## config.mk

```make
export PLATFORM = sky130hd
export DESIGN_NAME = seg_scan_mux
export DESIGN_NICKNAME = d
export VERILOG_FILES = /design/src/rtl/seg_scan_mux.sv
export SDC_FILE = /design/constraint.sdc
export NUM_CORES = 1
export LEC_CHECK = 0
export CORE_MARGIN = 1
export CORE_UTILIZATION = 59
export CTS_CLUSTER_DIAMETER = 30
export CTS_CLUSTER_SIZE = 28
export DETAILED_ROUTE_END_ITERATION = 16
export HOLD_SLACK_MARGIN = 0.05
export PLACE_DENSITY = 0.8
export SLEW_MARGIN = 5
export SYNTH_ARGS = -nofsm -noshare
export SYNTH_HDL_FRONTEND = slang
export SYNTH_SLANG_ARGS = --single-unit
```

## constraint.sdc

```tcl
create_clock -name clk -period 5.6 [get_ports clk]
set_clock_uncertainty 0.1 [all_clocks]
set_input_delay 0.56 -clock clk [delete_from_list [all_inputs] [get_ports clk]]
set_output_delay 0.56 -clock clk [all_outputs]
set_load 0.01 [all_outputs]
```

## src/rtl/seg_scan_mux.sv

```systemverilog
// ---------------------------------------------------------------------------
// seg_scan_mux
//
// Time-multiplexed scanner for the eight seven-segment digits of the
// Nexys 4 DDR. Each digit owns a slot of TICK_DIV cycles. The first BLANK
// cycles of every slot keep all anodes off so the previous digit's cathode
// pattern cannot ghost onto the next one. Eight slots make one frame.
//
// Display data is double-buffered:
//   - load writes value/dig_en/dp_en into the pending registers.
//   - The active registers take the pending contents only at a frame
//     boundary, which is the last cycle of slot 7. A frame therefore never
//     mixes old and new data.
//
// Handshake: load is a plain single-cycle strobe with no ready. It is
// always accepted unless rst is high. A later load before the boundary
// overwrites an earlier one. A load in the boundary cycle itself stays
// pending for the next frame.
//
// Ports:
//   clk        system clock
//   rst        synchronous reset, active-high
//   value      32-bit hex value; nibble k is shown on digit k (AN[0] = right)
//   dig_en     per-digit enable
//   dp_en      per-digit decimal-point enable
//   load       strobe that captures value/dig_en/dp_en into pending
//   AN         anodes, active-low
//   Ca         cathodes a..g on bits 0..6, active-low
//   DP         decimal point, active-low
//   pend       pending data not yet transferred to the display
//   frame_done one-cycle pulse after each frame boundary
// ---------------------------------------------------------------------------
module seg_scan_mux #(
  parameter int TICK_DIV = 12500,
  parameter int BLANK    = 64
) (
  input  logic        clk,
  input  logic        rst,
  input  logic [31:0] value,
  input  logic [7:0]  dig_en,
  input  logic [7:0]  dp_en,
  input  logic        load,
  output logic [7:0]  AN,
  output logic [6:0]  Ca,
  output logic        DP,
  output logic        pend,
  output logic        frame_done
);

  localparam int CW = $clog2(TICK_DIV);
  localparam logic [CW-1:0] CNT_MAX = CW'(TICK_DIV - 1);
  localparam logic [CW-1:0] BLANK_C = CW'(BLANK);

  logic [CW-1:0] cnt;
  logic [2:0]    idx;

  logic [31:0] act_value;
  logic [7:0]  act_dig;
  logic [7:0]  act_dp;
  logic [31:0] pnd_value;
  logic [7:0]  pnd_dig;
  logic [7:0]  pnd_dp;

  logic        boundary;
  logic        lit;
  logic [3:0]  nib;
  logic [7:0]  an_next;
  logic [6:0]  ca_next;
  logic        dp_next;

  // Active-low hex decoder; bit 0 is segment a.
  function automatic logic [6:0] hex7seg(input logic [3:0] h);
    logic [6:0] s;
    case (h)
      4'h0: s = 7'h40;
      4'h1: s = 7'h79;
      4'h2: s = 7'h24;
      4'h3: s = 7'h30;
      4'h4: s = 7'h19;
      4'h5: s = 7'h12;
      4'h6: s = 7'h02;
      4'h7: s = 7'h78;
      4'h8: s = 7'h00;
      4'h9: s = 7'h10;
      4'hA: s = 7'h08;
      4'hB: s = 7'h03;
      4'hC: s = 7'h46;
      4'hD: s = 7'h21;
      4'hE: s = 7'h06;
      default: s = 7'h0E;
    endcase
    return s;
  endfunction

  always_comb begin
    boundary = (cnt == CNT_MAX) && (idx == 3'd7);
    lit      = (cnt >= BLANK_C) && act_dig[idx];
    nib      = act_value[{idx, 2'b00} +: 4];
    an_next  = 8'hFF;
    ca_next  = 7'h7F;
    dp_next  = 1'b1;
    if (lit) begin
      // Only one anode is ever pulled low: the one for the current slot.
      an_next = ~(8'b0000_0001 << idx);
      ca_next = hex7seg(nib);
      dp_next = ~act_dp[idx];
    end
  end

  always_ff @(posedge clk) begin
    if (rst) begin
      cnt        <= '0;
      idx        <= 3'd0;
      act_value  <= 32'h0;
      act_dig    <= 8'h0;
      act_dp     <= 8'h0;
      pnd_value  <= 32'h0;
      pnd_dig    <= 8'h0;
      pnd_dp     <= 8'h0;
      pend       <= 1'b0;
      frame_done <= 1'b0;
      AN         <= 8'hFF;
      Ca         <= 7'h7F;
      DP         <= 1'b1;
    end else begin
      if (cnt == CNT_MAX) begin
        cnt <= '0;
        idx <= idx + 3'd1;
      end else begin
        cnt <= cnt + 1'b1;
      end

      frame_done <= boundary;

      // The transfer uses the pending contents held before this edge. A
      // load in the boundary cycle therefore waits for the next frame.
      if (boundary && pend) begin
        act_value <= pnd_value;
        act_dig   <= pnd_dig;
        act_dp    <= pnd_dp;
      end

      if (load) begin
        pnd_value <= value;
        pnd_dig   <= dig_en;
        pnd_dp    <= dp_en;
      end

      pend <= load | (pend & ~boundary);

      AN <= an_next;
      Ca <= ca_next;
      DP <= dp_next;
    end
  end

endmodule

```

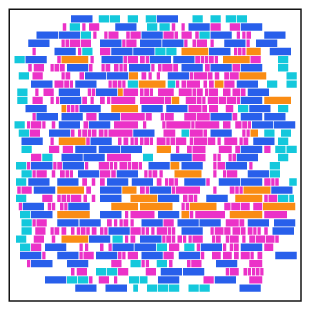
Figure 1: run 1, cells colored by class.
(3 px per um)
| class | color | cells | share of their area |
|---|---|---|---|
| sequential cells | blue | 131 | 41% |
| remaining buffers and delay cells | cyan | 72 | 11% |
| clock drivers and dummy loads | orange | 31 | 9.7% |
| remaining logic cells | magenta | 390 | 38% |

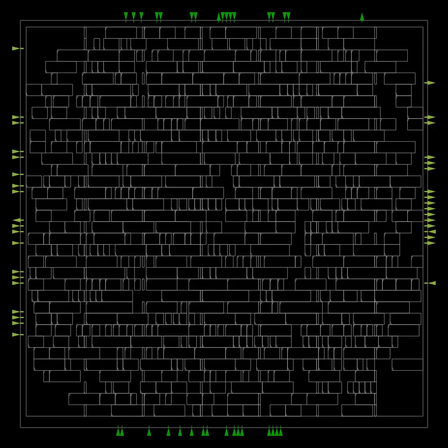
Figure 2: run 1, placed standard cells.
flop count: 131
number of fill cells: 609
final core area utilization: 74.8%
Final Non-Filler Cells: 732
Seq/total area: 40.2%

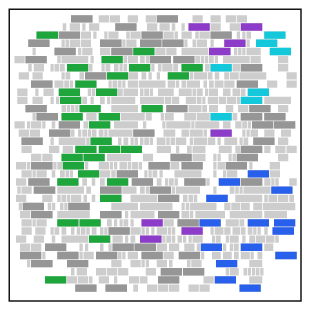
Figure 3: run 1, sequential cells colored by netlist name.
(3 px per um)
| netlist name | color | sequential cells |
|---|---|---|
| `cnt` | blue | 14 |
| `Ca` | cyan | 7 |
| `act_value` | green | 32 |
| `pnd_dp` | purple | 8 |

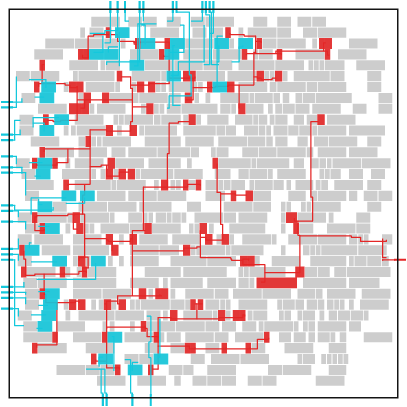
Figure 4: run 1, I/O nets highlighted.
(4 px per um)
| port | color | bits | direction | edge | end cells | wire |
|---|---|---|---|---|---|---|
| `value` | cyan | 32 | input | 17 west, 11 north, 4 south | 32 | 513 um |
| `rst` | red | 1 | input | east | 103 | 778 um |
number of I/O pins: 69
port bufs: 68

==> impl_metrics.env, run 1 <==
# implementation run metrics
export IMPL_max_slew_margin_rel_pct=29.7
export IMPL_path_clk_slew_ps=60
export IMPL_worst_slew_pin_transition_ps=1050
export IMPL_die_x_um=96.8
export IMPL_num_multi_input_gates=381
export IMPL_cts_buffers=17
export IMPL_grt_overflow_total=0
export IMPL_h_tree_depth=4
export IMPL_post_cts_buffers=0
export IMPL_dpl_cell_count=701
export IMPL_cp_endpoint="Ca[3]$_SDFF_PP1_"
export IMPL_synth_area_top_cells="dfxtp_1, mux2i_1, nand2_1"
export IMPL_drt_iter0_markers=221
export IMPL_cts_sinks=131
export IMPL_cp_common_cell="o211ai_1"
export IMPL_via_per_inst=5.45
export IMPL_fmax_ghz=0.362
export IMPL_mux_share_pct=15.4
export IMPL_startpoint_type="flop"
export IMPL_ys_flops=131
export IMPL_setup_viol=0
export IMPL_signal_buffers=72
export IMPL_hp_start="act_dig[0]$_SDFFE_PP0P_"
export IMPL_critPathKind="reg2reg"
export IMPL_wirelength_mm=11.0
export IMPL_status="finished clean"
export IMPL_crit_family="multiplexers"
export IMPL_critical_path_max_stage_delay_ps=550
export IMPL_cp_max_fo=13
export IMPL_grt_pass1_wl_mm=19.2
export IMPL_p_total_uw=2220
export IMPL_ys_top_logic_family="simple AND/OR/NAND/NOR gates"
export IMPL_reg2reg_to="Ca[3]$_SDFF_PP1_"
export IMPL_worst_slack_ps=2840
export IMPL_edf_count=0
export IMPL_cp_required_ps=5840
export IMPL_fp_nets=622
export IMPL_p_per_area_mw_per_mm2=340
run 1: tightest hold or removal path: stages (launching register included):
cell and delay [ps]:
dfxtp_1 310, nand2_1 50, a21oi_1 50
run 1: flip-flops by register name, indices dropped and copies added (netlist names):
signal      cells
AN              8
Ca              7
DP              1
act_dig         8
act_dp          8
act_value      32
cnt            14
frame_done      1
idx             3
pend            1
pnd_dig         8
pnd_dp          8
pnd_value      32
run 1: power by group:
part	switching, uW	total, uW	internal [uW]
clock	411	1160	746
sequential	13.3	969	955
combinational	40.2	94.9	54.7
run 1: routing by layer:
metal | GRT usage, % | wire, um | vias to the layer above
met1 | 30.3 | 4710 | 1893
met2 | 44.3 | 5590 | 101
met5 | 0 | 0 | -
met4 | 11.1 | 228 | 0
li1 | - | - | 1975
met3 | 6.29 | 472 | 24
Figure 5. Clock network drawn from the DEF (run 1).
(3 px per um)
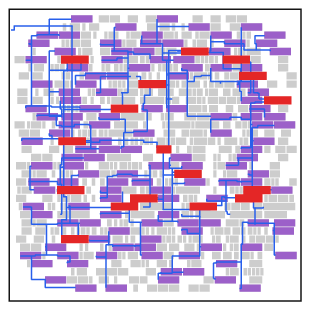

==> inputs of run 2 (changes only) <==
--- a/config.mk
+++ b/config.mk
@@ -6,12 +6,12 @@
 export NUM_CORES = 1
 export LEC_CHECK = 0
 export CORE_MARGIN = 1
-export CORE_UTILIZATION = 59
+export CORE_UTILIZATION = 55
 export CTS_CLUSTER_DIAMETER = 30
 export CTS_CLUSTER_SIZE = 28
 export DETAILED_ROUTE_END_ITERATION = 16
 export HOLD_SLACK_MARGIN = 0.05
-export PLACE_DENSITY = 0.8
+export PLACE_DENSITY = 0.76
 export SLEW_MARGIN = 5
 export SYNTH_ARGS = -nofsm -noshare
 export SYNTH_HDL_FRONTEND = slang
==> constraint.sdc (replaced) <==
create_clock -name clk -period 2.7 [get_ports clk]
set_clock_uncertainty 0.1 [all_clocks]
set_input_delay 0.27 -clock clk [delete_from_list [all_inputs] [get_ports clk]]
set_output_delay 0.27 -clock clk [all_outputs]
set_load 0.01 [all_outputs]
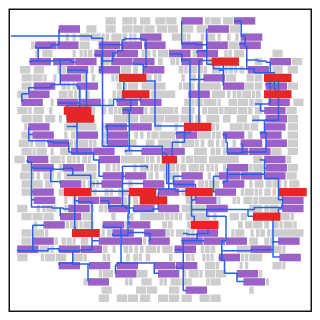
Figure 6: run 2, clock network drawn from the DEF.
(3 px per um)
[flip-flops] purple | count: 131
[clock wires] blue | length: 1400 um
[clock-net drivers] red | count: 17
flops lie: all over the die

==> run 2 against run 1 <==
Routed wire length increased by 0.38%; global-route usage down 1.9 points; worst setup slack lost 2700 ps; critical path type unchanged; highest routed layer unchanged; combinational power grew 110%; utilization shrank 4.1 points; first-iteration DRC count decreased by 19%.
==> impl_metrics.env, run 2 <==
# implementation run metrics
export IMPL_status="finished clean"
export IMPL_fp_nets=622
export IMPL_wirelength_mm=11.0
export IMPL_powerSeq_uw=2010
export IMPL_p_per_area_mw_per_mm2=684
export IMPL_edf_count=0
export IMPL_busiest_layer="met2"
export IMPL_p_int_uw=3510
export IMPL_drt_iter0_markers=180
export IMPL_p_total_uw=4480
export IMPL_critical_path_max_stage_delay_ps=650
export IMPL_via_per_inst=5.31
export IMPL_met2_length_mm=5.51
export IMPL_post_cts_buffers=0
export IMPL_reg2reg_to="Ca[3]$_SDFF_PP1_"
export IMPL_cts_buffers=17
export IMPL_clk_power_uw=2270
export IMPL_grt_pass1_wl_mm=18.4
export IMPL_cts_sinks=131
export IMPL_cp_common_cell="o211ai_1"
export IMPL_io_pins=69
export IMPL_p_clk_share_pct=50.7
export IMPL_drt_met1_wl_mm=4.83
export IMPL_synth_area_top_cells="dfxtp_1, mux2i_1, nand2_1"
export IMPL_ys_flops=131
export IMPL_swShare_pct=21.8
export IMPL_grt_overflow_total=0
export IMPL_crit_family="multiplexers"
export IMPL_io_buffers=68
export IMPL_worst_slack_ps=174
export IMPL_final_util_pct=70.7
export IMPL_power_top_group="clock"
export IMPL_top_regs="act_value x32, pnd_value x32, cnt x14"
export IMPL_startpoint_type="flop"
export IMPL_highest_layer="met4"
export IMPL_seqPwrFrac_pct=44.8
export IMPL_die_x_um=100
export IMPL_cp_required_ps=2950
export IMPL_path_clk_slew_ps=60
export IMPL_critPathKind="reg2reg"
export IMPL_cp_endpoint="Ca[3]$_SDFF_PP1_"
export IMPL_grt_met3_usage_pct=6.82
export IMPL_dpl_cell_count=727
## run 2: cell counts after synthesis
No cell type changed its count.
## run 2: logic make-up (layout without fill, tap and decap cells)
kind of cell    Yosys count  in the layout  share of synthesized area (%)
mux                      68             68                           15.4
compound gates           66             66                           7.41
buf+inv                  46            118                           5.05
fa+ha+maj                13             13                           3.07
simple gates            221            221                           17.4
xor+xnor                 13             13                           2.15
flops                   131            131                           49.5
## run 2: what timing repair did
item                       CTS  global route
gates resized                0             1
hold endpoints to repair     0             0
setup endpoints to repair    0             1
## run 2: final cells by class
class	count	area [um^2]
Fill cell	712	2720
Sequential cell	131	2620
Multi-Input combinational cell	381	2410
Timing Repair Buffer	77	738
Clock buffer	17	414
Clock inverter	15	180
Tap cell	129	161
Inverter	9	33.8
Power and IR drop assume default switching activity.
